===== config.mk =====
export PLATFORM = sky130hd
export DESIGN_NAME = opc5ls_io_timer
export DESIGN_NICKNAME = d
export VERILOG_FILES = /design/src/rtl/opc5ls_io_timer.sv
export SDC_FILE = /design/constraint.sdc
export NUM_CORES = 1
export LEC_CHECK = 0
export ABC_AREA = 1
export CORE_ASPECT_RATIO = 0.75
export CORE_UTILIZATION = 30
export CTS_BUF_LIST = sky130_fd_sc_hd__clkbuf_2 sky130_fd_sc_hd__clkbuf_4 sky130_fd_sc_hd__clkbuf_8
export DETAILED_ROUTE_END_ITERATION = 8
export SLEW_MARGIN = 20
export SYNTH_ARGS = -nofsm -noshare
export SYNTH_HDL_FRONTEND = slang
export SYNTH_SLANG_ARGS = --single-unit

===== constraint.sdc =====
create_clock -name clk -period 4.94 [get_ports clk]
set_input_delay 0.988 -clock clk [delete_from_list [all_inputs] [get_ports clk]]
set_output_delay 0.988 -clock clk [all_outputs]
set_load 0.02 [all_outputs]

===== src/rtl/opc5ls_io_timer.sv =====
// IO-side bus responder for the OPC5LS CPU: wait-state generation via clken and a
// five-register prescaled down-counter timer with a level, active-low interrupt.
module opc5ls_io_timer #(
    parameter logic [15:0] BASE_ADDR   = 16'hFE00,
    parameter int unsigned WAIT_STATES = 1,
    parameter int unsigned INT_LINE    = 0
) (
    input  logic        clk,
    input  logic        reset,
    input  logic [15:0] address,
    input  logic [15:0] wdata,
    input  logic        rnw,
    input  logic        vio,
    output logic [15:0] rdata,
    output logic        clken,
    output logic [1:0]  int_b
);

    localparam logic [3:0] WS = 4'(WAIT_STATES);

    logic        sel;
    logic [2:0]  idx;
    logic [3:0]  wcnt;
    logic        wait_done;
    logic        commit;
    logic        wr_ctrl;
    logic        wr_status;
    logic        wr_reload;
    logic        wr_prescale;

    logic        en;
    logic        ie;
    logic        ar;
    logic        exp_flag;
    logic        irq_n;
    logic [15:0] reload;
    logic [15:0] count;
    logic [15:0] prescale;
    logic [15:0] pcnt;
    logic        tick;
    logic        expire;

    assign sel       = vio && (address[15:3] == BASE_ADDR[15:3]);
    assign idx       = address[2:0];
    assign wait_done = (wcnt == WS);
    assign clken     = ~sel | wait_done;

    // Only the completing cycle of a selected write may change register state.
    assign commit      = sel & wait_done & ~rnw;
    assign wr_ctrl     = commit && (idx == 3'd0);
    assign wr_status   = commit && (idx == 3'd1);
    assign wr_reload   = commit && (idx == 3'd2);
    assign wr_prescale = commit && (idx == 3'd4);

    // A RELOAD write on the same edge as a tick swallows that tick entirely.
    assign tick   = en && (pcnt == prescale);
    assign expire = tick && !wr_reload && (count == 16'd0);

    always_ff @(posedge clk) begin
        if (reset) begin
            wcnt     <= 4'd0;
            en       <= 1'b0;
            ie       <= 1'b0;
            ar       <= 1'b0;
            exp_flag <= 1'b0;
            irq_n    <= 1'b1;
            reload   <= 16'hFFFF;
            count    <= 16'hFFFF;
            prescale <= 16'd0;
            pcnt     <= 16'd0;
        end else begin
            wcnt <= (sel && !wait_done) ? wcnt + 4'd1 : 4'd0;

            if (wr_reload) begin
                reload <= wdata;
                count  <= wdata;
            end else if (tick) begin
                if (count != 16'd0) begin
                    count <= count - 16'd1;
                end else if (ar) begin
                    count <= reload;
                end
            end

            if (wr_reload || wr_prescale) begin
                pcnt <= 16'd0;
            end else if (en) begin
                pcnt <= tick ? 16'd0 : pcnt + 16'd1;
            end

            if (wr_prescale) begin
                prescale <= wdata;
            end

            // An explicit CTRL write overrides the one-shot auto-stop on the same edge.
            if (wr_ctrl) begin
                en <= wdata[0];
                ie <= wdata[1];
                ar <= wdata[2];
            end else if (expire && !ar) begin
                en <= 1'b0;
            end

            if (expire) begin
                exp_flag <= 1'b1;
            end else if (wr_status && wdata[0]) begin
                exp_flag <= 1'b0;
            end

            irq_n <= ~(exp_flag & ie);
        end
    end

    always_comb begin
        rdata = 16'h0000;
        if (sel && rnw) begin
            case (idx)
                3'd0:    rdata = {13'd0, ar, ie, en};
                3'd1:    rdata = {15'd0, exp_flag};
                3'd2:    rdata = reload;
                3'd3:    rdata = count;
                3'd4:    rdata = prescale;
                default: rdata = 16'h0000;
            endcase
        end
    end

    assign int_b = (INT_LINE == 1) ? {irq_n, 1'b1} : {1'b1, irq_n};

endmodule

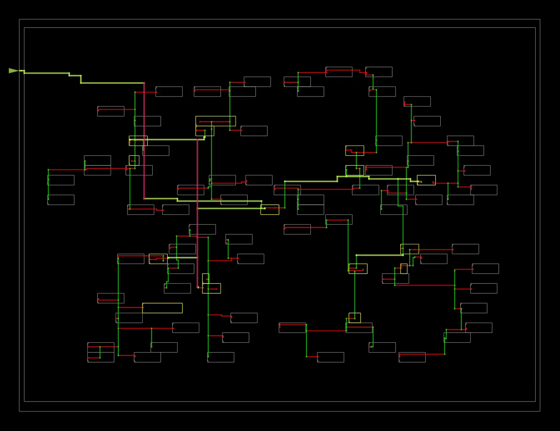
Run 1: clock nets
clock tree skew after final layout: 0.00934 ns
clk sink count: 73
number of flip-flops and latches: 73

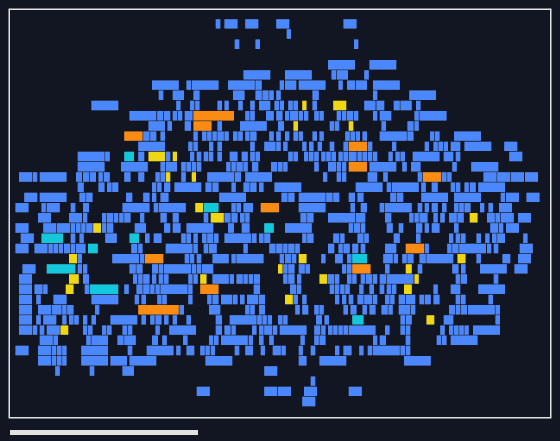
Run 1: cells by drive strength
Bar = 50 um.
Yellow marks _2 cells, cells 26, share 3.3%. Orange marks _6 and larger, cells 12, share 1.5%. Blue marks _0 and _1 cells, cells 735, share 94%. Cyan marks _3 and _4 cells, cells 10, share 1.3%.
Non-clock buffers: 56
post-layout worst setup margin: 0.586 ns
Non-Filler Cell Area, Final: 5440 um^2
area growth from synthesis to final layout: 20.0%

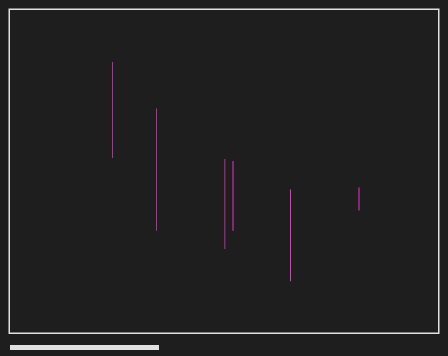
Run 1: M4 wires
Bar = 50 um.
The layer carries 164 um of wire. The wires run mostly vertical.
routed wire length: 13.5 mm
total number of vias: 4676

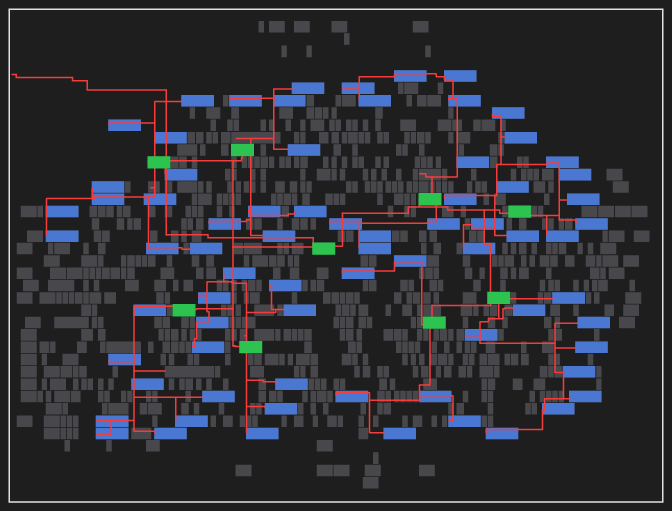
Run 1: clock network drawn from the DEF
Red marks clock wires, length 1090 um. Blue marks flip-flops, count 73. Green marks clock drivers, count 9.
There are 10 routed clock nets. Position of the flops: all over the die.
reported clock group power: 0.542 mW
clock latency on the worst-skew pair: 0.36 ns
Clock power frac: 40.3%

==> notes.org, run 1 <==
* Flow results

** Worst setup path
- Element type at the critical path start :: input port
- For reference, the critical path is captured by rdata[2].
- Cell-by-cell trace of the critical path :: clkdlybuf4s50_1, nor2_1, nand2_1, inv_1, a221oi_1, a21oi_1, clkdlybuf4s50_1
- Largest stage delay on the critical path :: 0.64 ns
- Data required, critical path :: 3.95 ns
- The launch point of the critical path was reported as address[0].
- The timing report shows the most common cell along the critical path to be clkdlybuf4s50_1.
- Critical register-to-register path startpoint :: count[0]
- Kind of end point of the critical path :: output port
- R2r setup slk :: 2.51 ns

** Route
- Routed met3 length :: 1.03 mm
- DRT iter0 DRCs :: 322
- For this run, design rule violations remaining after detail routing come to 0.
- Nets still carrying antenna violations after routing amount to 0.
- Routed met2 length :: 5.30 mm
- Top Metal Used :: met4
- After detailed routing, the average wire length per cell comes to 13.7 um.
- Routed length on met1 :: 6.99 mm

** Synthesis
- The synthesized design contains 73 register bits.
- By instance count, the leading cell after synthesis is nand2_1.
- In this run the cell area of the synthesized design comes to 4530 um^2.
- Top logic cell family in the synthesized netlist :: simple AND/OR/NAND/NOR gates
- The portion of synthesized area spent on multiplexers is 0%.
- For reference, compound AND-OR and OR-AND cells occupy 12.3% of the area reported after synthesis.
- Most frequent cells after synthesis :: nand2_1 (236), inv_1 (99), dfxtp_1 (73)
- The synthesized netlist devotes 1.38% of its cell area to adder and majority cells.
- Mapped Cells :: 733
- In the synthesized netlist the async set-or-reset flop fraction comes to 0%.
- The synthesized design contains 0 enable-type register cells.
- In this run, the synthesized area fraction spent on and/or/nand/nor cells is recorded as 38.7%.
- Share of synthesized area occupied by flip-flops and latches :: 32.3%
- Summed over its instances, the top area cell type makes up 32.3% of the synthesized netlist area.
- The netlist uses 39 different library cells.
- Count of yosys warnings during synthesis :: 0
- For reference, the top cells by area after synthesis are dfxtp_1 (32%), nand2_1 (20%), inv_1 (8.2%).

** GRT
- Met2 Usage GRT :: 25.6%
- Global-route track usage on met3 :: 4.38%
- Pin count of the biggest net entering global routing :: 25
- Total Routing Usage GR :: 18.6%
- The number of antenna violations at the first check in global routing came to 0.
- The number of global-route vias before repair is 4255.
- Met1 GRT Util :: 28.4%

** Layout
- Area of combinational cells with multiple inputs :: 2550 um^2
- Register Area :: 1460 um^2
- In the final layout, the share of cells above drive strength 1 is 6.13%.
- Leaving out filler cells and counting taps, the final layout contains 983.

** Clocking
- Clk root buf :: clkbuf_8
- No sink is reached through more buffers than the 2 on the longest clock path.
- TritonCTS built the clock tree.
- Once the clock tree was built, the setup fixing pass inserted 0 buffers.
- The timing report gives the clock slew at the launch and capture registers of the worst setup and hold paths as 0.07 ns.

** Power and ir drop
- Maximum ir drop on the vdd rail :: 0.000102 V
- For this design the total switching power over the nets is 0.367 mW.
- Internal power :: 0.980 mW
- Final total power :: 1.35 mW
- In this run the static leakage power is 2.52 nW.

** Timing
- The final hold violation count recorded for this run is 0.
- For the pin with the worst max-slew slack, the measured transition is 0.783 ns.
- The tightest hold path in the finished design has a slack of 0.440 ns.
- The end-of-flow timing check tallies setup violations at 0.
- Minimum clock period :: 4.35 ns
- Across all checked pins, the minimum headroom to the slew limit is 47.8%.
- For the final routed database, the setup TNS stands at 0 ns.

** Placement
- Placed wire-length estimate after detailed placement :: 10.3 mm
- Number of cells in the design after placement :: 967
- The count of buffers added on input and output ports is 53.
- Summing all placed instances gives a cell area of 5210 um^2.

** Worst hold path
- Hold path start :: ie
- Number of cells on the worst hold path :: 1

** Flow run
- Number of violations of the max-capacitance limit :: 0

** Floorplanning
- 55 I/O pins were placed.
- Horizontal die dimension :: 144 um
- Per the OpenROAD floorplan log, the height of the die is 108 um.

** Outcome
- Result of the run :: finished clean
-- run 1: worst register-to-register path, delay by kind of cell, from the launching register on --
kind,cells,cell delay (ns)
AND/OR/NAND/NOR,8,1.34
buffers and inverters,2,0.47
flip-flops,1,0.31
adder cells (fa/ha/maj),1,0.22
-- run 1: cell type report --
cell class / instances / area share [%]
Multi-Input combinational cell: 531 / 46.8
Sequential cell: 73 / 26.9
Timing Repair Buffer: 56 / 10.2
Inverter: 107 / 7.39
Tap cell: 200 / 4.60
Clock buffer: 11 / 2.67
Clock inverter: 5 / 1.45
-- run 1: cells in the final DEF, fill, tap and decap left out, types with 2 or more instances in the layout --
cell             instances
a211oi_1                 4
a21oi_1                 27
a221oi_1                 2
a31oi_1                 12
buf_4                    3
bufinv_16                2
clkbuf_8                10
clkdlybuf4s50_1         53
clkinv_2                 2
dfxtp_1                 73
ha_1                     5
inv_1                   99
inv_2                    8
nand2_1                236
nand2_2                  4
nand3_1                 48
nand3b_1                 3
nand4_1                 12
nand4_4                  2
nor2_1                  71
nor2_2                   6
nor3_1                  11
o211ai_1                 4
o21ai_0                 40
o21ai_1                  9
o22ai_1                  3
or2_0                    2
or2_2                    2
xnor2_1                  5
xor2_1                  14
-- run 1: flip-flops by register name (all words and copies together), names as in the netlist --
name      cells
ar            1
count        16
en            1
exp_flag      1
ie            1
irq_n         1
pcnt         16
prescale     16
reload       16
wcnt          4
-- run 1: power groups by stage --
stage                     Combinational [mW]  Clock (mW)  Sequential, mW
after floorplan                        0.115           0           0.635
after global placement                 0.170           0           0.645
after detailed placement               0.171           0           0.645
after CTS                              0.172       0.550           0.631
after global routing                   0.197       0.578           0.635
final                                  0.172       0.542           0.632
## Run 2: what changed since run 1
Settings changed: CAP_MARGIN from default to 5.
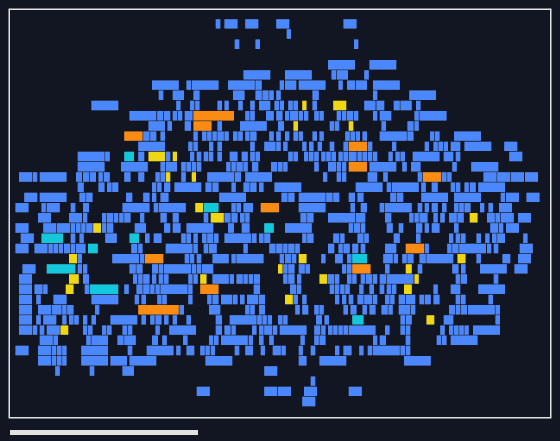
Run 2: cells by drive strength
Bar = 50 um.
Orange marks _6 and larger, cells 12, share 1.5%. Blue marks _0 and _1 cells, cells 735, share 94%. Cyan marks _3 and _4 cells, cells 10, share 1.3%. Yellow marks _2 cells, cells 26, share 3.3%.

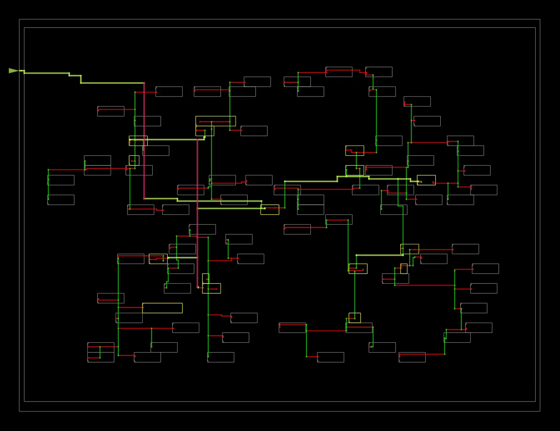
Run 2: clock nets
number of buffers inserted during clock tree synthesis: 9
Layout clock buffers: 11

==> notes.org, run 2 <==
* Flow results

** Floorplanning
- Per the OpenROAD floorplan log, the width of the die is 144 um.
- The initial utilization of the core area, before any placement, comes to 31.0%.
- 55 I/O pins were placed.
- Height of the die :: 108 um

** Power and ir drop
- Maximum ir drop on the vdd rail :: 0.000102 V
- In this run the static leakage power is 2.52 nW.

** Route
- Per the detail_route report, the via count comes to 4676.
- In the post-route report, total wirelength is listed as 13.5 mm.
- Post-DR wirelength/cell :: 13.7 um
- Nets still carrying antenna violations after routing amount to 0.
- DRT iter0 DRCs :: 322
- Detailed-route DRC error count :: 0

** Worst setup path
- Cell occurring most often along the worst timing path :: clkdlybuf4s50_1
- Largest stage delay on the critical path :: 0.64 ns
- STA classifies the critical path endpoint as an output port.
- R2R depth :: 11
- Cell-by-cell trace of the critical path :: clkdlybuf4s50_1, nor2_1, nand2_1, inv_1, a221oi_1, a21oi_1, clkdlybuf4s50_1
- R2r setup slk :: 2.51 ns

** GRT
- The number of global-route vias before repair came to 4255.
- Entering global routing, the biggest net connects 25 pins.
- Total Routing Usage GR :: 18.6%
- Number of antenna violations at the first check in global routing :: 0

** Synthesis
- The cell area that synthesis handed to floorplanning was 4530 um^2.
- Area share, top type :: 32.3%
- Number of unique standard cell types used by synthesis :: 39
- The commonest cells after synthesis are nand2_1 (236), inv_1 (99), dfxtp_1 (73).
- The synthesis report lists the Yosys warning total as 0.
- Looking at the gate-level netlist, the highest instance count belongs to nand2_1.
- Once synthesis finished, the tally of register bits stood at 73.
- Yosys reported that registers with async set or reset make up 0%.
- Synthesis produced a netlist whose cell count is 733.
- Top cells by area :: dfxtp_1 (32%), nand2_1 (20%), inv_1 (8.2%)
- Share of synthesized area occupied by flip-flops and latches :: 32.3%

** Timing
- Across all checked pins, the minimum headroom to the slew limit is 47.8%.
- Summed over all failing endpoints, the final setup total negative slack is 0 ns.
- For reference, the final report shows the hold violation count at 0.
- At the pin with the least slew margin, the transition time is 0.783 ns.
- The routed design could run at a clock period as short as 4.35 ns.
- Across the routed clock network, the largest skew measured is 0.00934 ns.
- For this run, the final setup violation count is recorded as 0.

** Placement
- Buffers placed on the I/O ports in this run total 53.
- Summed over all nets, the half-perimeter wirelength after detailed placement is 10.3 mm.
- Placed cell area :: 5210 um^2

** Clocking
- The tree is rooted in a clkbuf_8.
- Buffer levels on the longest clock path :: 2
- Post-CTS timing repair inserted 0 buffers for setup.
- Clock latency on the worst-skew pair :: 0.36 ns
- Clk sink count :: 73
- Clock tree from TritonCTS :: yes
- For reference, the clock transition at the flip-flops on the worst setup and hold paths is 0.07 ns.

** Worst hold path
- Along the worst hold path, the cell count comes to 1.
- Note that the worst hold path type here is reg -> reg.

** Layout
- The multi-input combinational cells in the finished layout cover a total of 2550 um^2.
- Fraction of layout cells with a size suffix above 1 :: 6.13%
- Filler cells :: 1593
- In the layout the commonest cells are nand2_1 (236), inv_1 (99), dfxtp_1 (73).
- Relative to the synthesized area, the layout overhead comes to 20.0%.
- Counting only logic cells after layout, the most numerous master is nand2_1.
- After routing the design area is 5440 um^2.

** Outcome
- Result of the run :: finished clean

** Flow run
- Number of violations of the max-capacitance limit :: 0
run 2: logic make-up (layout without fill, tap and decap cells):
kind of cell             after synthesis  after routing  share of synthesized area (%)
AND-OR/OR-AND                        102            102                           12.3
XOR/XNOR                              19             19                           3.67
adder cells (fa/ha/maj)                5              5                           1.38
buffers and inverters                129            179                           11.5
flip-flops                            73             73                           32.3
other                                  1              1                         0.0828
AND/OR/NAND/NOR                      404            404                           38.7
run 2: final cells by class:
type,count,area share [%]
clock buffer,11,2.67
sequential,73,26.9
clock inverter,5,1.45
multi-input combinational,531,46.8
tap,200,4.60
timing repair buffer,56,10.2
inverter,107,7.39
run 2: where the power goes:
part	total [mW]	switching [mW]	internal, mW
logic	0.172	0.101	0.0711
clock network	0.542	0.239	0.303
registers	0.632	0.0268	0.605
run 2: through the flow:
step                hold slack [ns]  instances  power (mW)
floorplan                     0.393        733       0.751
global placement              0.435        967       0.815
detailed placement            0.417        967       0.816
CTS                           0.443        983        1.35
global route                  0.454        983        1.41
finish                        0.440        983        1.35
run 2: layer usage:
| metal | part of all wire, % | routed length [um] | track usage (%) | up-vias |
|---|---|---|---|---|
| met3 | 7.7 | 1030 | 4.38 | 14 |
| met2 | 39 | 5300 | 25.6 | 170 |
| met1 | 52 | 6990 | 28.4 | 2083 |
| met4 | 1.2 | 163 | 4.64 | 0 |
| li1 | - | - | - | 2409 |
| met5 | 0 | 0 | 0 | - |
run 2: final timing paths:
kind	start	to
worst max register to register	count[0]	count[4]
worst min-delay path	ie	irq_n
worst max-delay path	address[0]	rdata[2]
worst min register to register	ie	irq_n
Run 2, I/O pins on the die edge:
Pins as bars across the die edge, other pins in gray.
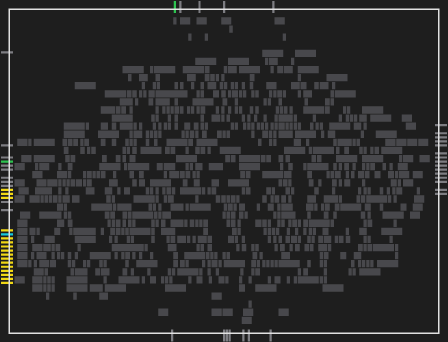

## Run 3: what changed since run 2
Settings changed: CTS_BUF_LIST sky130_fd_sc_hd__clkbuf_2 sky130_fd_sc_hd__clkbuf_4 sky130_fd_sc_hd__clkbuf_8 to default, MAX_ROUTING_LAYER from default to met4.
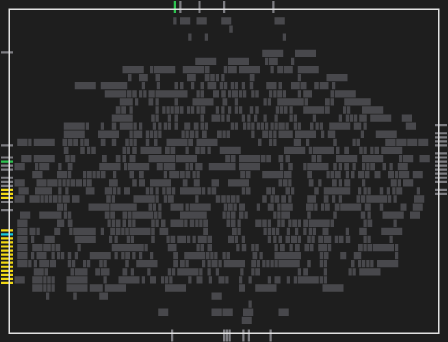
Run 3: I/O pins on the die edge
Pins as bars across the die edge, other pins in gray.
Yellow marks address, pins 16, direction input, edge west. Cyan marks vio, pins 1, direction input, edge west. Green marks int_b, pins 2, direction output, edge 1 west, 1 north.

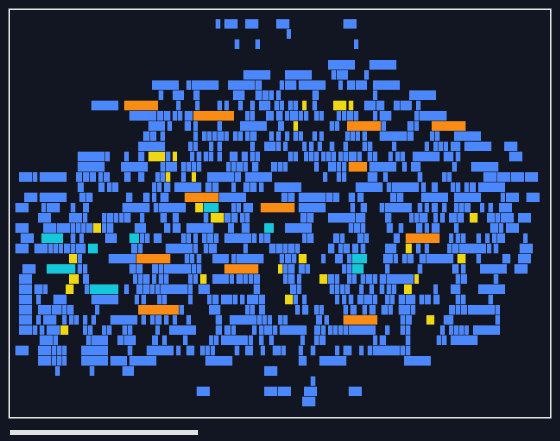
Run 3: cells by drive strength
Bar = 50 um.
Orange marks _6 and larger, cells 12, share 1.5%. Cyan marks _3 and _4 cells, cells 9, share 1.1%. Yellow marks _2 cells, cells 26, share 3.3%. Blue marks _0 and _1 cells, cells 736, share 94%.

==> notes.org, run 3 <==
* Flow results

** Synthesis
- Yosys reports that the leading cell type by area covers 32.3% of the netlist area.
- Yosys reported a register bit count of 73.
- Adder Area Share :: 1.38%
- The mapped netlist covers 4530 um^2.
- XORs/XNORs by Area :: 3.67%
- Number of unique standard cell types used by synthesis :: 39
- Share of synthesized area occupied by flip-flops and latches :: 32.3%
- Most frequent cell after synthesis :: nand2_1
- Aoi share :: 12.3%
- Per the synth stats, the proportion of register bits with asynchronous set or reset is 0%.
- Mapped Cells :: 733
- Post-synth EDFFs :: 0
- By area the synthesized netlist is led by dfxtp_1 (32%), nand2_1 (20%), inv_1 (8.2%).
- The synthesis run identifies the leading combinational cell family as simple AND/OR/NAND/NOR gates.
- The synthesis run shows multiplexers occupying 0% of the cell area.
- Summing the areas of all and, or, nand and nor instances in the mapped netlist gives 38.7% of the synthesized area.
- Most frequent cells after synthesis :: nand2_1 (236), inv_1 (99), dfxtp_1 (73)

** Layout
- Register Area :: 1460 um^2
- Of the cells placed in the final design, the portion with a size suffix greater than 1 is 6.00%.
- Non-Filler Cell Area, Final :: 5530 um^2
- The library cell used most frequently in the layout, excluding fill and tap cells, is nand2_1.
- Area growth from synthesis to final layout :: 22.2%
- Summing all multi-input logic gate instances after layout gives 2550 um^2.
- Highest-count cells in the layout ignoring fill and taps :: nand2_1 (236), inv_1 (99), dfxtp_1 (73)
- Filler cells :: 1590

** Route
- Detailed-route DRC error count :: 0
- DRT iter0 DRCs :: 343
- After detailed routing, the total wire length is 13.5 mm.
- Total number of vias :: 4675

** Timing
- The smallest clock period supported by the final layout is computed as 4.37 ns.
- Clock tree skew after final layout :: 0.00383 ns
- RSZ-0062 raised after global routing :: false
- Total Neg Setup Slack :: 0 ns
- Actual transition at the worst max-transition pin :: 0.779 ns
- Per the final timing report, the hold violations number 0.
- Post-Route Hold Slack :: 0.436 ns

** Worst setup path
- Kind of end point of the critical path :: output port
- Data required, critical path :: 3.95 ns
- Per STA, the highest per-stage delay on the worst path measures 0.64 ns.
- Cell-by-cell trace of the critical path :: clkdlybuf4s50_1, nor2_1, nand2_1, inv_1, a221oi_1, a21oi_1, clkdlybuf4s50_1
- The worst setup path is launched from an input port.
- Among the stages of the critical path, the cell type that occurs most often is clkdlybuf4s50_1.

** Flow run
- The run reported a max-capacitance violation count of 0.

** Clocking
- Clk root buf :: clkbuf_16
- Post CTS Setup Buffer Count :: 0
- Clock tree from TritonCTS :: yes
- Clock latency on the worst-skew pair, taken at its later pin, is 0.34 ns.
- Looking at the clock tree report, the maximum root-to-sink buffer count equals 2.
- Clock-pin slew on the worst setup and hold paths :: 0.06 ns
- Clk sink count :: 73
- In this run, CTS created clock tree buffers numbering 9.

** GRT
- For this run, global-route usage on met3 was measured as 3.76%.
- Number of antenna violations at the first check in global routing :: 0
- Entering global routing, the biggest net connects 25 pins.
- Total Routing Usage GR :: 19.4%
- met1 is the most crowded layer.
- On met1, the global router reports a usage of 28.7%.
- For met2 alone, demand over resource in global routing was 25.8%.
- The number of global-route vias before repair came to 4269.

** Power and ir drop
- Internal power :: 1.13 mW
- The script extracted a net switching power of 0.388 mW.
- Part of the power in combinational logic :: 11.3%
- Power share of the sequential group :: 41.6%
- The flow reports that the clock network draws 47.1% of the design power.
- Final total power :: 1.52 mW
- The power report puts the leakage power at 2.56 nW.

** Placement
- Placed wire-length estimate after detailed placement :: 10.3 mm
- Once placement finished, the instance area stood at 5210 um^2.
- The buffer_ports step reported a buffer count of 53.

** Floorplanning
- Measured along the x axis, the die boundary spans 144 um.
- Init Core Util :: 31.0%
- Height of the die :: 108 um

** Worst hold path
- The path class of the tightest hold or removal check is reg -> reg.

** Outcome
- Result of the run :: finished clean
==> run 3: cells by family after synthesis <==
group | Yosys count
other cells | 1
fa+ha+maj | 5
buf+inv | 129
flops | 73
xor+xnor | 19
compound gates | 102
simple gates | 404
==> run 3: per-layer routing <==
| layer | up-vias | wire, um |
|---|---|---|
| met2 | 142 | 5370 |
| met3 | 20 | 756 |
| met5 | - | 0 |
| met1 | 2101 | 7160 |
| li1 | 2412 | - |
| met4 | 0 | 199 |
==> run 3: worst paths after layout <==
path                                 start  endpoint  cells after the start
worst min register to register          ie     irq_n                      1
worst max-delay path            address[0]  rdata[2]                      7
worst min-delay path                    ie     irq_n                      1
worst max register to register    count[0]  count[4]                     11
==> run 3: power groups by stage <==
stage	Sequential, mW	Clock (mW)	Combinational (mW)
5_1_grt	0.636	0.756	0.198
2_1_floorplan	0.635	0	0.115
6_report	0.633	0.716	0.172
4_1_cts	0.632	0.728	0.172
3_3_place_gp	0.645	0	0.170
3_5_place_dp	0.645	0	0.171
==> run 3: layout make-up <==
class | count | area share, %
multi-input combinational | 531 | 46.0
tap | 200 | 4.52
clock inverter | 5 | 1.42
inverter | 107 | 7.26
timing repair buffer | 56 | 9.99
clock buffer | 11 | 4.39
sequential | 73 | 26.4
==> run 3: worst reg2reg max path, cell delays in order, from the launching register on <==
cell and delay, ns:
dfxtp_1 0.31, inv_1 0.17, ha_1 0.21, nand2_1 0.06, nor3_1 0.21, nand2_2 0.28
inv_2 0.31, nand3_2 0.13, nand2_4 0.23, nand2_2 0.23, nand2_1 0.13, nand2_1 0.05
==> run 3: metrics by stage <==
stage                     setup slack [ns]  cells  utilization, %
after global placement               0.591    967            35.7
after detailed placement             0.606    967            35.7
after global routing                 0.448    983            37.9
after CTS                            0.594    983            37.9
after floorplan                       1.68    733               -
final                                0.574    983            37.9
Power is estimated from default activity; no workload was simulated.
